===== src/rtl/dma_pkg.sv =====
// Shared register map, CTRL/STATUS bit positions, FSM encoding and config bundle for dma_mem_engine.
// No logic; imported by dma_io_regs and dma_mem_engine.
package dma_pkg;

    localparam logic [13:0] REG_CTRL = 14'd0;
    localparam logic [13:0] REG_ADDR = 14'd1;
    localparam logic [13:0] REG_LEN  = 14'd2;
    localparam logic [13:0] REG_STAT = 14'd3;

    localparam int CTRL_START   = 0;
    localparam int CTRL_DIR     = 1;
    localparam int CTRL_IRQ_EN  = 2;
    localparam int CTRL_ABORT   = 3;

    localparam int STAT_BUSY    = 0;
    localparam int STAT_DONE    = 1;
    localparam int STAT_ABORTED = 2;
    localparam int STAT_REM_LSB = 16;

    typedef enum logic [2:0] {
        ST_IDLE    = 3'd0,
        ST_RD_REQ  = 3'd1,
        ST_RD_DATA = 3'd2,
        ST_OUT     = 3'd3,
        ST_IN      = 3'd4,
        ST_WR      = 3'd5
    } dma_state_t;

    typedef struct packed {
        logic        dir;
        logic [13:0] addr;
        logic [15:0] len;
    } dma_cfg_t;

endpackage


===== src/rtl/dma_io_regs.sv =====
// DMA IO-space registers: decode, W1/W1C, read mux; rdata one cycle after radr. Optional DMA_IRQ_EN adds the irq flop.
// Never backpressures the CPU; ADDR/LEN/DIR writes and START are dropped while busy.
module dma_io_regs
    import dma_pkg::*;
#(
    parameter logic [13:0] REG_BASE = 14'h3C00
) (
    input  logic        clk,
    input  logic        rst_n,
    input  logic        io_we,
    input  logic [13:0] io_wadr,
    input  logic [31:0] io_wdata,
    input  logic [13:0] io_radr,
    output logic [31:0] io_rdata,
    input  logic        busy,
    input  logic        done_set,
    input  logic [15:0] rem,
    output logic        start,
    output logic        abort,
    output dma_cfg_t    cfg,
    output logic        irq
);

    logic [13:0] woff, roff;
    logic        wr_ctrl, wr_addr, wr_len, wr_stat;
    logic        dir_q, done_q, aborted_q, irq_en;
    logic [13:0] addr_q;
    logic [15:0] len_q;
    logic [31:0] rd_next, rdata_q;
    logic        unused_wdata;

    assign woff    = io_wadr - REG_BASE;
    assign roff    = io_radr - REG_BASE;
    assign wr_ctrl = io_we && (woff == REG_CTRL);
    assign wr_addr = io_we && (woff == REG_ADDR);
    assign wr_len  = io_we && (woff == REG_LEN);
    assign wr_stat = io_we && (woff == REG_STAT);

    assign start = wr_ctrl && io_wdata[CTRL_START] && !busy;
    assign abort = wr_ctrl && io_wdata[CTRL_ABORT];

    // DIR is bypassed so a single CTRL write can set the direction and start
    assign cfg.dir  = (wr_ctrl && !busy) ? io_wdata[CTRL_DIR] : dir_q;
    assign cfg.addr = addr_q;
    assign cfg.len  = len_q;

    assign unused_wdata = ^io_wdata[31:16];

    always_ff @(posedge clk or negedge rst_n) begin
        if (!rst_n) begin
            dir_q     <= 1'b0;
            addr_q    <= '0;
            len_q     <= '0;
            done_q    <= 1'b0;
            aborted_q <= 1'b0;
            rdata_q   <= '0;
        end else begin
            if (wr_ctrl && !busy) dir_q  <= io_wdata[CTRL_DIR];
            if (wr_addr && !busy) addr_q <= io_wdata[15:2];
            if (wr_len  && !busy) len_q  <= io_wdata[15:0];
            if (done_set)
                done_q <= 1'b1;
            else if (wr_stat && io_wdata[STAT_DONE])
                done_q <= 1'b0;
            if (abort)
                aborted_q <= 1'b1;
            else if (wr_stat && io_wdata[STAT_ABORTED])
                aborted_q <= 1'b0;
            rdata_q <= rd_next;
        end
    end

`ifdef DMA_IRQ_EN
    logic irq_en_q, irq_q;

    always_ff @(posedge clk or negedge rst_n) begin
        if (!rst_n) begin
            irq_en_q <= 1'b0;
            irq_q    <= 1'b0;
        end else begin
            if (wr_ctrl) irq_en_q <= io_wdata[CTRL_IRQ_EN];
            irq_q <= done_q && irq_en_q;
        end
    end

    assign irq_en = irq_en_q;
    assign irq    = irq_q;
`else
    assign irq_en = 1'b0;
    assign irq    = 1'b0;
`endif

    always_comb begin
        rd_next = '0;
        case (roff)
            REG_CTRL: begin
                rd_next[CTRL_DIR]    = dir_q;
                rd_next[CTRL_IRQ_EN] = irq_en;
            end
            REG_ADDR: rd_next[15:2] = addr_q;
            REG_LEN:  rd_next[15:0] = len_q;
            REG_STAT: begin
                rd_next[STAT_BUSY]             = busy;
                rd_next[STAT_DONE]             = done_q;
                rd_next[STAT_ABORTED]          = aborted_q;
                rd_next[STAT_REM_LSB +: 16]    = rem;
            end
            default: rd_next = '0;
        endcase
    end

    assign io_rdata = rdata_q;

endmodule


===== src/rtl/dma_mem_engine.sv =====
// DMA engine: data RAM <-> 16-bit valid/ready stream; 3 cycles/item mem->stream, 2 cycles/item stream->mem. Macro DMA_IRQ_EN.
// Requests wait out mem_hold; so_valid holds until so_ready; si_ready only while waiting for an item.
module dma_mem_engine
    import dma_pkg::*;
#(
    parameter logic [13:0] REG_BASE = 14'h3C00,
    parameter int          AWIDTH   = 14
) (
    input  logic              clk,
    input  logic              rst_n,
    input  logic              dma_io_we,
    input  logic [13:0]       dma_io_wadr,
    input  logic [31:0]       dma_io_wdata,
    input  logic [13:0]       dma_io_radr,
    output logic [31:0]       dma_io_rdata,
    input  logic              mem_hold,
    output logic              dma_we_ma,
    output logic [AWIDTH-1:0] dataram_wadr_ma,
    output logic [15:0]       dataram_wdata_ma,
    output logic              dma_re_ma,
    output logic [AWIDTH-1:0] dataram_radr_ma,
    input  logic [15:0]       dataram_rdata_wb,
    output logic              so_valid,
    output logic [15:0]       so_data,
    input  logic              so_ready,
    input  logic              si_valid,
    input  logic [15:0]       si_data,
    output logic              si_ready,
    output logic              dma_busy,
    output logic              dma_irq
);

    dma_state_t        state, nstate;
    dma_cfg_t          cfg;
    logic              start, abort, done_set;
    logic              load, advance, cap_out, cap_in;
    logic [AWIDTH-1:0] cur_addr, radr_hold, wadr_hold;
    logic [15:0]       rem, obuf, ibuf, wdata_hold;

    dma_io_regs #(.REG_BASE(REG_BASE)) u_regs (
        .clk      (clk),
        .rst_n    (rst_n),
        .io_we    (dma_io_we),
        .io_wadr  (dma_io_wadr),
        .io_wdata (dma_io_wdata),
        .io_radr  (dma_io_radr),
        .io_rdata (dma_io_rdata),
        .busy     (dma_busy),
        .done_set (done_set),
        .rem      (rem),
        .start    (start),
        .abort    (abort),
        .cfg      (cfg),
        .irq      (dma_irq)
    );

    assign dma_busy = (state != ST_IDLE);

    always_ff @(posedge clk or negedge rst_n) begin
        if (!rst_n) begin
            state      <= ST_IDLE;
            cur_addr   <= '0;
            rem        <= '0;
            obuf       <= '0;
            ibuf       <= '0;
            radr_hold  <= '0;
            wadr_hold  <= '0;
            wdata_hold <= '0;
        end else begin
            state <= nstate;
            if (load) begin
                cur_addr <= AWIDTH'(cfg.addr);
                rem      <= cfg.len;
            end else if (advance) begin
                cur_addr <= cur_addr + AWIDTH'(1);
                rem      <= rem - 16'd1;
            end
            if (cap_out) obuf <= dataram_rdata_wb;
            if (cap_in)  ibuf <= si_data;
            if (dma_re_ma) radr_hold <= cur_addr;
            if (dma_we_ma) begin
                wadr_hold  <= cur_addr;
                wdata_hold <= ibuf;
            end
        end
    end

    // Abort overrides every state so no strobe or handshake can leak out that cycle
    always_comb begin
        nstate    = state;
        load      = 1'b0;
        advance   = 1'b0;
        cap_out   = 1'b0;
        cap_in    = 1'b0;
        done_set  = 1'b0;
        dma_re_ma = 1'b0;
        dma_we_ma = 1'b0;
        so_valid  = 1'b0;
        si_ready  = 1'b0;
        if (abort) begin
            nstate = ST_IDLE;
        end else begin
            case (state)
                ST_IDLE: begin
                    if (start) begin
                        load = 1'b1;
                        if (cfg.len == '0)
                            done_set = 1'b1;
                        else
                            nstate = cfg.dir ? ST_IN : ST_RD_REQ;
                    end
                end
                ST_RD_REQ: begin
                    if (!mem_hold) begin
                        dma_re_ma = 1'b1;
                        nstate    = ST_RD_DATA;
                    end
                end
                ST_RD_DATA: begin
                    cap_out = 1'b1;
                    nstate  = ST_OUT;
                end
                ST_OUT: begin
                    so_valid = 1'b1;
                    if (so_ready) begin
                        advance = 1'b1;
                        if (rem == 16'd1) begin
                            done_set = 1'b1;
                            nstate   = ST_IDLE;
                        end else begin
                            nstate = ST_RD_REQ;
                        end
                    end
                end
                ST_IN: begin
                    si_ready = 1'b1;
                    if (si_valid) begin
                        cap_in = 1'b1;
                        nstate = ST_WR;
                    end
                end
                ST_WR: begin
                    if (!mem_hold) begin
                        dma_we_ma = 1'b1;
                        advance   = 1'b1;
                        if (rem == 16'd1) begin
                            done_set = 1'b1;
                            nstate   = ST_IDLE;
                        end else begin
                            nstate = ST_IN;
                        end
                    end
                end
                default: nstate = ST_IDLE;
            endcase
        end
    end

    assign so_data          = obuf;
    assign dataram_radr_ma  = dma_re_ma ? cur_addr : radr_hold;
    assign dataram_wadr_ma  = dma_we_ma ? cur_addr : wadr_hold;
    assign dataram_wdata_ma = dma_we_ma ? ibuf : wdata_hold;

endmodule


===== config.mk =====
export PLATFORM = sky130hd
export DESIGN_NAME = dma_mem_engine
export DESIGN_NICKNAME = d
export VERILOG_FILES = /design/src/rtl/dma_pkg.sv /design/src/rtl/dma_io_regs.sv /design/src/rtl/dma_mem_engine.sv
export SDC_FILE = /design/constraint.sdc
export NUM_CORES = 1
export LEC_CHECK = 0
export CAP_MARGIN = 20
export CORE_MARGIN = 3
export CORE_UTILIZATION = 45
export CTS_CLUSTER_SIZE = 24
export DETAILED_ROUTE_END_ITERATION = 6
export PLACE_DENSITY = 0.74
export SYNTH_ARGS = -nofsm -noshare
export SYNTH_HDL_FRONTEND = slang
export SYNTH_HIERARCHICAL = 1
export SYNTH_SLANG_ARGS = --single-unit

===== constraint.sdc =====
create_clock -name clk -period 10.9 [get_ports clk]
set_input_delay 2.18 -clock clk [delete_from_list [all_inputs] [get_ports clk]]
set_output_delay 2.18 -clock clk [all_outputs]
set_load 0.01 [all_outputs]

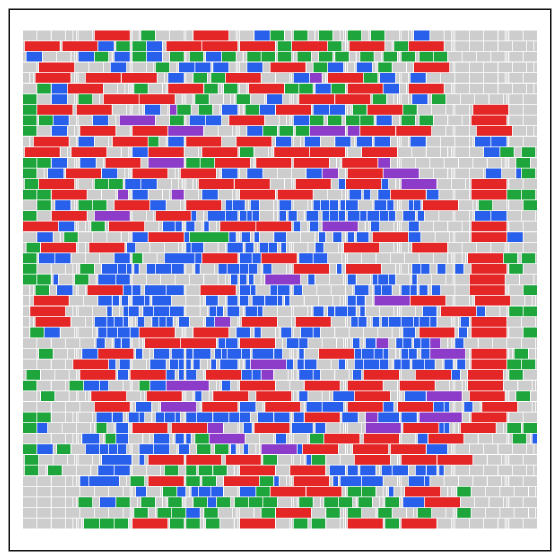
Figure 1: run 1, cell classes on the final placement.
Fill, decap, tap and diode cells in gray.
Key: blue = all other logic [cells 418, share of their area 33%]; red = flip-flops [cells 174, share of their area 43%]; green = other buffers and delay cells [cells 185, share of their area 18%]; purple = clock drivers and dummy loads [cells 32, share of their area 5.9%]

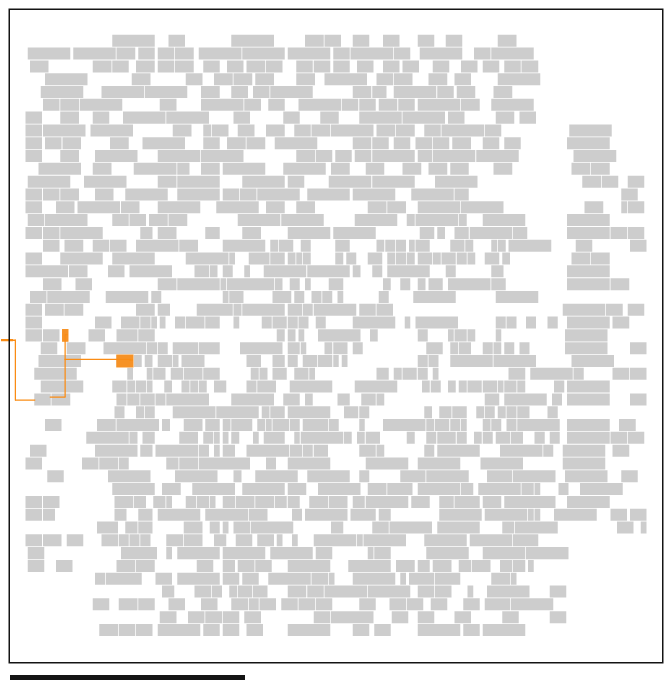
Figure 2: run 1, port wiring.
Bar = 50 um.
Key: orange = si_valid [bits 1, direction input, edge west, end cells 2, buffers 1, wire 49.0 um]

==> results.py, run 1 <==
# Synthesis and PnR figures
metrics = {
    "sta": {
        "worstMarginPinSlew_ns": 1.056,
        "final_period_minus_worst_setup_slack_ns": 8.084,
        "post-route-period-util": 0.7416,
        "rsz0062_at_grt": "false",
        "maxSlewViolCount": 0,
        "timing.clock.skew_ns": 0.01565,
        "fin_hold_ws_ns": 0.4972,
        "timing.final.hold_violations": 0,
        "max_freq_ghz": 0.1237,
        "max_slew_margin": 0.2932,
        "timing.setup.tns_ns": 0,
    },
    "floorplan": {
        "num_rows": 47,
        "io_pins": 196,
        "floorplan.die_area_sq_um": 19170,
        "die_height_um": 138.5,
        "die_x_um": 138.5,
        "floorplanUtilization": 0.4678,
        "fp.coreArea_sq_um": 16880,
    },
    "synthesis": {
        "synth_nets": 736,
        "top_cell_area_share": 0.5515,
        "syn_area_cell_sq_um": 12.43,
        "synth_top_cell_by_count": "sky130_fd_sc_hd__dfrtp_1",
        "synth-seq-area-share": 0.5515,
        "async_reset_ff_frac": 1.000,
        "synth.yosys.num_cells": 635,
        "ys.flop_type": "sky130_fd_sc_hd__dfrtp_1",
        "yosysWarnings": 6,
        "synth.distinct_cells": 72,
        "synth-edff-count": 0,
        "netlist_area_sq_um": 7895,
        "synth_instances": 635,
        "yosys.area.top_type": "sky130_fd_sc_hd__dfrtp_1",
        "yosys_register_bits": 174,
        "synth.area.top_cells": "sky130_fd_sc_hd__dfrtp_1 55%, sky130_fd_sc_hd__mux2_2 14%, sky130_fd_sc_hd__mux2_4 1.9%",
    },
    "clock_tree": {
        "cts_hold_buffers": 0,
        "cts_resized": 0,
        "cts_root_buf": "sky130_fd_sc_hd__clkbuf_16",
        "clk_transition_reported_paths_ns": 0.07,
        "cts-buffers-inserted": 17,
        "clkLatencyLatePin_ns": 0.43,
        "post_cts_buffers": 0,
        "htree_num_levels": 4,
        "cts.path.max_buffers": 2,
        "cts_tree": "yes",
    },
    "setup_path": {
        "worst_path_max_delay_cell": "sky130_fd_sc_hd__or4_1",
        "crit_path_max_fanout": 44,
        "crit_path_from": "dma_io_wadr[3]",
        "worst-endpoint-required_ns": 8.72,
        "cp_data_arrival_time_ns": 5.90,
        "max_stage_delay_ns": 0.70,
        "critical_path.most_common_cell": "sky130_fd_sc_hd__clkdlybuf4s50_1",
        "crit_path_end_kind": "output port",
        "critical_path_class": "input port to output port",
        "worstSetupStartpointType": "input port",
        "rr_startpoint": "state[0]",
        "crit_path_cell_trace": "clkdlybuf4s50_1, or4_1, nor4_2, buf_4, or2_1, or3_1, mux2_2, clkdlybuf4s50_1",
    },
    "grt": {
        "grt_first_pass_wirelength_mm": 33.64,
        "grt_util_all_layers": 0.2183,
        "first_global_vias": 6274,
        "largest_net_degree_at_the_start_of_global_routing": 112,
        "number_of_antenna_violations_at_the_first_check_in_global_routing": 0,
        "globalRouteOverflowTotal": 0,
    },
    "run_status": {
        "outcome": "completed",
    },
    "drt": {
        "first_iter_violations": 442,
        "route.antenna.remaining_nets": 0,
        "post-route-drc-count": 0,
        "post_drt_via_cell_ratio": 5.776,
        "post_drt_wl_per_cell_um": 19.90,
    },
    "power_and_ir_drop": {
        "max-vdd-ir-drop_mv": 0.1034,
        "pwr_density_nw_per_um2": 126.5,
        "cellLeakagePower_nw": 4.733,
    },
    "finish": {
        "logic_area_sq_um": 3316,
        "area_added_between_synthesis_and_finish_pct": 31.93,
        "ant_cells": 0,
        "area.sequential_sq_um": 4354,
        "fill_cell_total_of_the_finished_layout": 1275,
    },
    "place": {
        "globalplace.congestion": 0.8774,
        "post-dp-hpwl_mm": 14.46,
    },
    "job": {
        "timing.max_cap.violations": 0,
        "warning_count": 45,
    },
    "min_path": {
        "hold_class": "flop to flop",
        "worstHoldStart": "radr_hold[13]",
    },
}
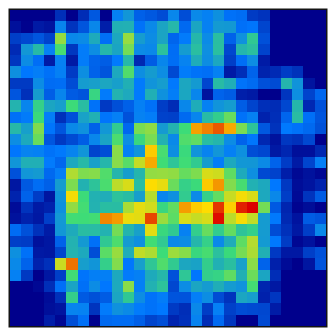
Figure 3: run 1, wiring heat map.
28 x 28 tiles, from dark blue (low) to red (high), scaled to the fullest tile. Values are wire area over tile area, all layers added.
The emptiest ninth of the die: north-east. 11% of the tiles are nearly empty. The fullest tile reaches 0.60. The mean over all tiles is 0.17. The densest ninth of the die: center.
via count: 5943
post-detailed-routing wire length: 20.48 mm

run 1: routing by layer:
metal / routed length (um) / up-vias / global-route usage
li1: - / 2691 / -
met1: 8387 / 2996 / 0.2804
met2: 10530 / 227 / 0.3705
met3: 1151 / 29 / 0.05041
met4: 413 / 0 / 0.06604
met5: 0 / - / 0
run 1: per-stage QoR:
stage,util,instance area [sq um],total power [W],instances,setup slack [ns]
6_report,0.6172,10420,0.001317,1029,2.816
5_1_grt,0.6172,10420,0.001360,1029,2.597
4_1_cts,0.6167,10410,0.001328,1028,2.822
3_5_place_dp,0.5811,9808,0.0007098,996,2.833
3_3_place_gp,0.5795,9781,0.0007081,995,2.921
2_1_floorplan,-,7895,0.0006643,635,3.979
run 1: worst paths after layout:
kind	end	depth (start not counted)	slack, ns
worst max-delay path	dataram_radr_ma[11]	8	2.82
worst min-delay path	radr_hold[13]	1	0.50
worst max register to register	rem[13]	8	6.23
worst min register to register	radr_hold[13]	1	0.50
max in group asynchronous	so_data[3]	2	7.62
min in group asynchronous	u_regs/io_rdata[0]	1	1.86
run 1: critical path: cells and delay by family:
kind,cells,cell delay [ns]
buffers and inverters,3,1.34
and+or+nand+nor,4,1.93
muxes,1,0.42
run 1: final cells by class:
| cell class | count | share of cell area |
|---|---|---|
| clock buffers | 17 | 0.04084 |
| flip-flops and latches | 174 | 0.4180 |
| inverters | 4 | 0.001441 |
| well taps | 220 | 0.02643 |
| repair buffers | 185 | 0.1781 |
| multi-input cells | 414 | 0.3183 |
| clock inverters | 15 | 0.01682 |
run 1: state kept, by name (all words and copies together), names as in the netlist, 3 cells and up:
name	flops
u_regs/len_q	16
u_regs/addr_q	14
ibuf	16
so_data	16
rem	16
wadr_hold	14
radr_hold	14
state	3
u_regs/io_rdata	32
cur_addr	14
wdata_hold	16
run 1: cells in the final DEF (no fill, tap or decap), drive strengths merged, types with 14 or more instances in the layout:
cell,instances
nor4,20
mux2,110
clkbuf,17
nand2,14
nor2,34
clkdlybuf4s50,177
dfrtp,174
a21oi,23
and2,21
a22oi,16
nor3,20
run 1: report_power, final:
group | switching [W] | internal [W] | leakage [nW]
Clock | 0.000274 | 0.000346 | 0.291
Combinational | 0.0000229 | 0.0000282 | 2.02
Sequential | 0.000000288 | 0.000646 | 2.42
run 1: cells by family after synthesis:
| group | Yosys count | synth area share |
|---|---|---|
| buf+inv | 47 | 0.02995 |
| flops | 174 | 0.5515 |
| fa+ha+maj | 3 | 0.004755 |
| other cells | 1 | 0.0004750 |
| mux | 114 | 0.1667 |
| simple gates | 181 | 0.1422 |
| compound gates | 115 | 0.1044 |
Figure 4. Placement view (run 1).
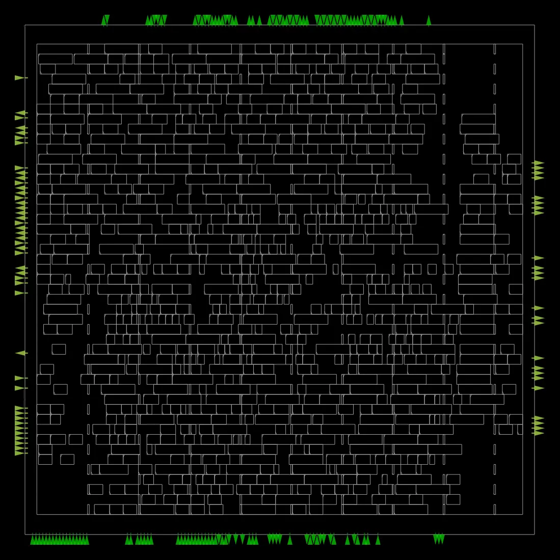

==> inputs of run 2 (changes only) <==
Clock period 10.9 ns to 8.1 ns, I/O delays scaled along.
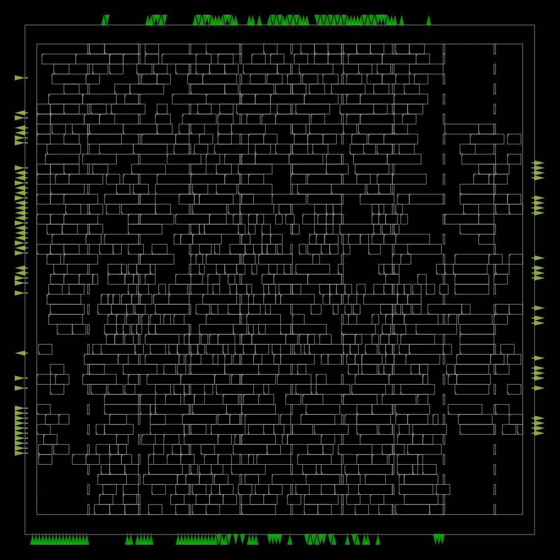
Figure 5: run 2, placement view.
total core area: 16880 sq um
fill cell total of the finished layout: 1322
utilization of the core after routing: 0.6173
number of tap cells added at floorplan: 220
count of non-filler cells in the finished layout: 1029

==> run 2 against run 1 <==
Compared with the run above:
- routed wire length down 0.83%
- clock-buffer cell count unchanged
- hold slack worse by 0.019 ns
- power up 33%
- sequential share of layout area about the same
- clock skew down 0.0040 ns
- via count down 0.50%
==> results.py, run 2 <==
# Synthesis and PnR figures
metrics = {
    "run_status": {
        "outcome": "completed",
    },
    "drt": {
        "wl_mm": 20.31,
        "first_iter_violations": 578,
        "post_drt_wl_per_cell_um": 19.74,
        "post_drt_via_cell_ratio": 5.746,
    },
    "clock_tree": {
        "post_cts_buffers": 0,
        "cts_root_buf": "sky130_fd_sc_hd__clkbuf_16",
        "clkLatencyLatePin_ns": 0.44,
        "cts.path.max_buffers": 2,
        "cts_hold_buffers": 0,
        "cts_resized": 0,
    },
    "sta": {
        "worstMarginPinSlew_ns": 1.074,
        "timing.final.ws_setup_ns": 1.593,
        "max_slew_margin": 0.2826,
        "timing.setup.tns_ns": 0,
        "post-route-period-util": 0.8034,
        "timing.final.hold_violations": 0,
        "max_freq_ghz": 0.1537,
        "timing.clock.skew_ns": 0.01165,
    },
    "floorplan": {
        "floorplan.die_area_sq_um": 19170,
        "io_pins": 196,
        "die_height_um": 138.5,
        "floorplanUtilization": 0.4678,
        "num_rows": 47,
    },
    "synthesis": {
        "yosys.area.top_type": "sky130_fd_sc_hd__dfrtp_1",
        "synth-edff-count": 0,
        "synth_instances": 635,
        "synth.area.top_cells": "sky130_fd_sc_hd__dfrtp_1 55%, sky130_fd_sc_hd__mux2_2 14%, sky130_fd_sc_hd__mux2_4 1.9%",
        "synth.cellmix.xorXnorShare": 0,
        "async_reset_ff_frac": 1.000,
        "synth.cellmix.simpleShare": 0.1422,
        "complex_gate_fraction_of_the_synthesized_area": 0.1044,
        "yosys_register_bits": 174,
        "synth.distinct_cells": 72,
        "top_cell_area_share": 0.5515,
    },
    "setup_path": {
        "cp_data_arrival_time_ns": 4.89,
        "worstSetupStartpointType": "input port",
        "worst-endpoint-required_ns": 6.48,
        "critical_path_class": "input port to output port",
        "crit_path_max_fanout": 15,
        "crit_path_end_kind": "output port",
    },
    "finish": {
        "layout_top_cells_excl_fill_tap": "177 x sky130_fd_sc_hd__clkdlybuf4s50_1, 174 x sky130_fd_sc_hd__dfrtp_1, 99 x sky130_fd_sc_hd__mux2_2, 34 x sky130_fd_sc_hd__nor2_1, 23 x sky130_fd_sc_hd__a21oi_1",
        "ant_cells": 0,
        "area_added_between_synthesis_and_finish_pct": 31.96,
    },
    "place": {
        "placement.cell_area_sq_um": 9781,
        "preCtsSetupSlack_ns": 1.547,
    },
    "grt": {
        "grt_first_pass_wirelength_mm": 33.19,
        "globalRouteOverflowTotal": 0,
    },
    "power_and_ir_drop": {
        "finalPower_w": 0.001758,
        "max-vdd-ir-drop_mv": 0.1518,
        "cellLeakagePower_nw": 4.731,
    },
    "job": {
        "timing.max_cap.violations": 0,
    },
}
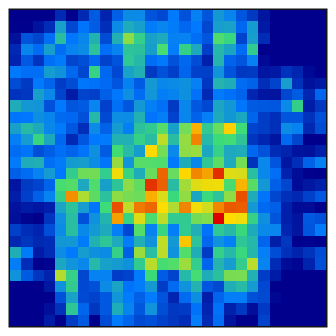
Figure 6: run 2, wiring heat map.
28 x 28 tiles, from dark blue (low) to red (high), scaled to the fullest tile. Values are wire area over tile area, all layers added.
The fullest tile reaches 0.63. The emptiest ninth of the die: north-east. 13% of the tiles are over half the peak. The mean over all tiles is 0.17. The densest ninth of the die: center. 11% of the tiles are nearly empty.

[run 2: cell counts after synthesis]
Identical to the previous run, type by type.
[run 2: worst max-delay path, cell delays in order]
cell                              delay [ns]
sky130_fd_sc_hd__clkdlybuf4s50_1        0.40
sky130_fd_sc_hd__or4_1                  0.69
sky130_fd_sc_hd__nor4_2                 0.33
sky130_fd_sc_hd__or2_1                  0.31
sky130_fd_sc_hd__or3_1                  0.60
sky130_fd_sc_hd__mux2_2                 0.42
sky130_fd_sc_hd__clkdlybuf4s50_1        0.51
[run 2: through the flow]
| step | util | hold WS [ns] |
|---|---|---|
| after detailed placement | 0.5795 | 0.4651 |
| after global routing | 0.6173 | 0.4810 |
| final | 0.6173 | 0.4779 |
| after floorplan | - | 0.4440 |
| after CTS | 0.6148 | 0.4798 |
| after global placement | 0.5795 | 0.4589 |
[run 2: power by group]
part | leakage [nW] | switching, W | internal [W]
Clock | 0.287 | 0.000379 | 0.000441
Combinational | 2.02 | 0.0000307 | 0.0000390
Sequential | 2.42 | 0.000000383 | 0.000869
[run 2: final timing paths]
check	startpoint	endpoint	slack [ns]	depth (start not counted)
max in group asynchronous	rst_n	cur_addr[6]	5.73	3
max	dma_io_wadr[3]	dataram_radr_ma[6]	1.59	7
max reg2reg	state[0]	rem[13]	3.42	8
min reg2reg	u_regs/done_q	u_regs/done_q	0.48	1
min	u_regs/done_q	u_regs/done_q	0.48	1
min in group asynchronous	rst_n	u_regs/io_rdata[17]	1.25	1
[run 2: kinds of logic after synthesis]
family,Yosys count
other,1
adders and majority gates,3
buffers and inverters,47
DFF,174
AOI/OAI and AO/OA,115
and+or+nand+nor,181
muxes,114
[run 2: metal layers]
metal | routed length [um] | vias to the layer above | track usage | part of all wire
met5 | 0 | - | 0 | 0
met1 | 8189 | 2932 | 0.2752 | 0.40
met3 | 1246 | 32 | 0.04938 | 0.061
li1 | - | 2702 | - | -
met2 | 10440 | 247 | 0.3577 | 0.51
met4 | 433 | 0 | 0.07124 | 0.021
[run 2: cell type report]
cell class	count	area, sq um	area share
clock buffers	17	425.4	0.04083
clock inverters	15	170.2	0.01633
inverters	4	15.01	0.001441
multi-input cells	414	3316	0.3182
flip-flops and latches	174	4354	0.4179
well taps	220	275.3	0.02642
repair buffers	185	1863	0.1788
Power and IR drop assume default switching activity.
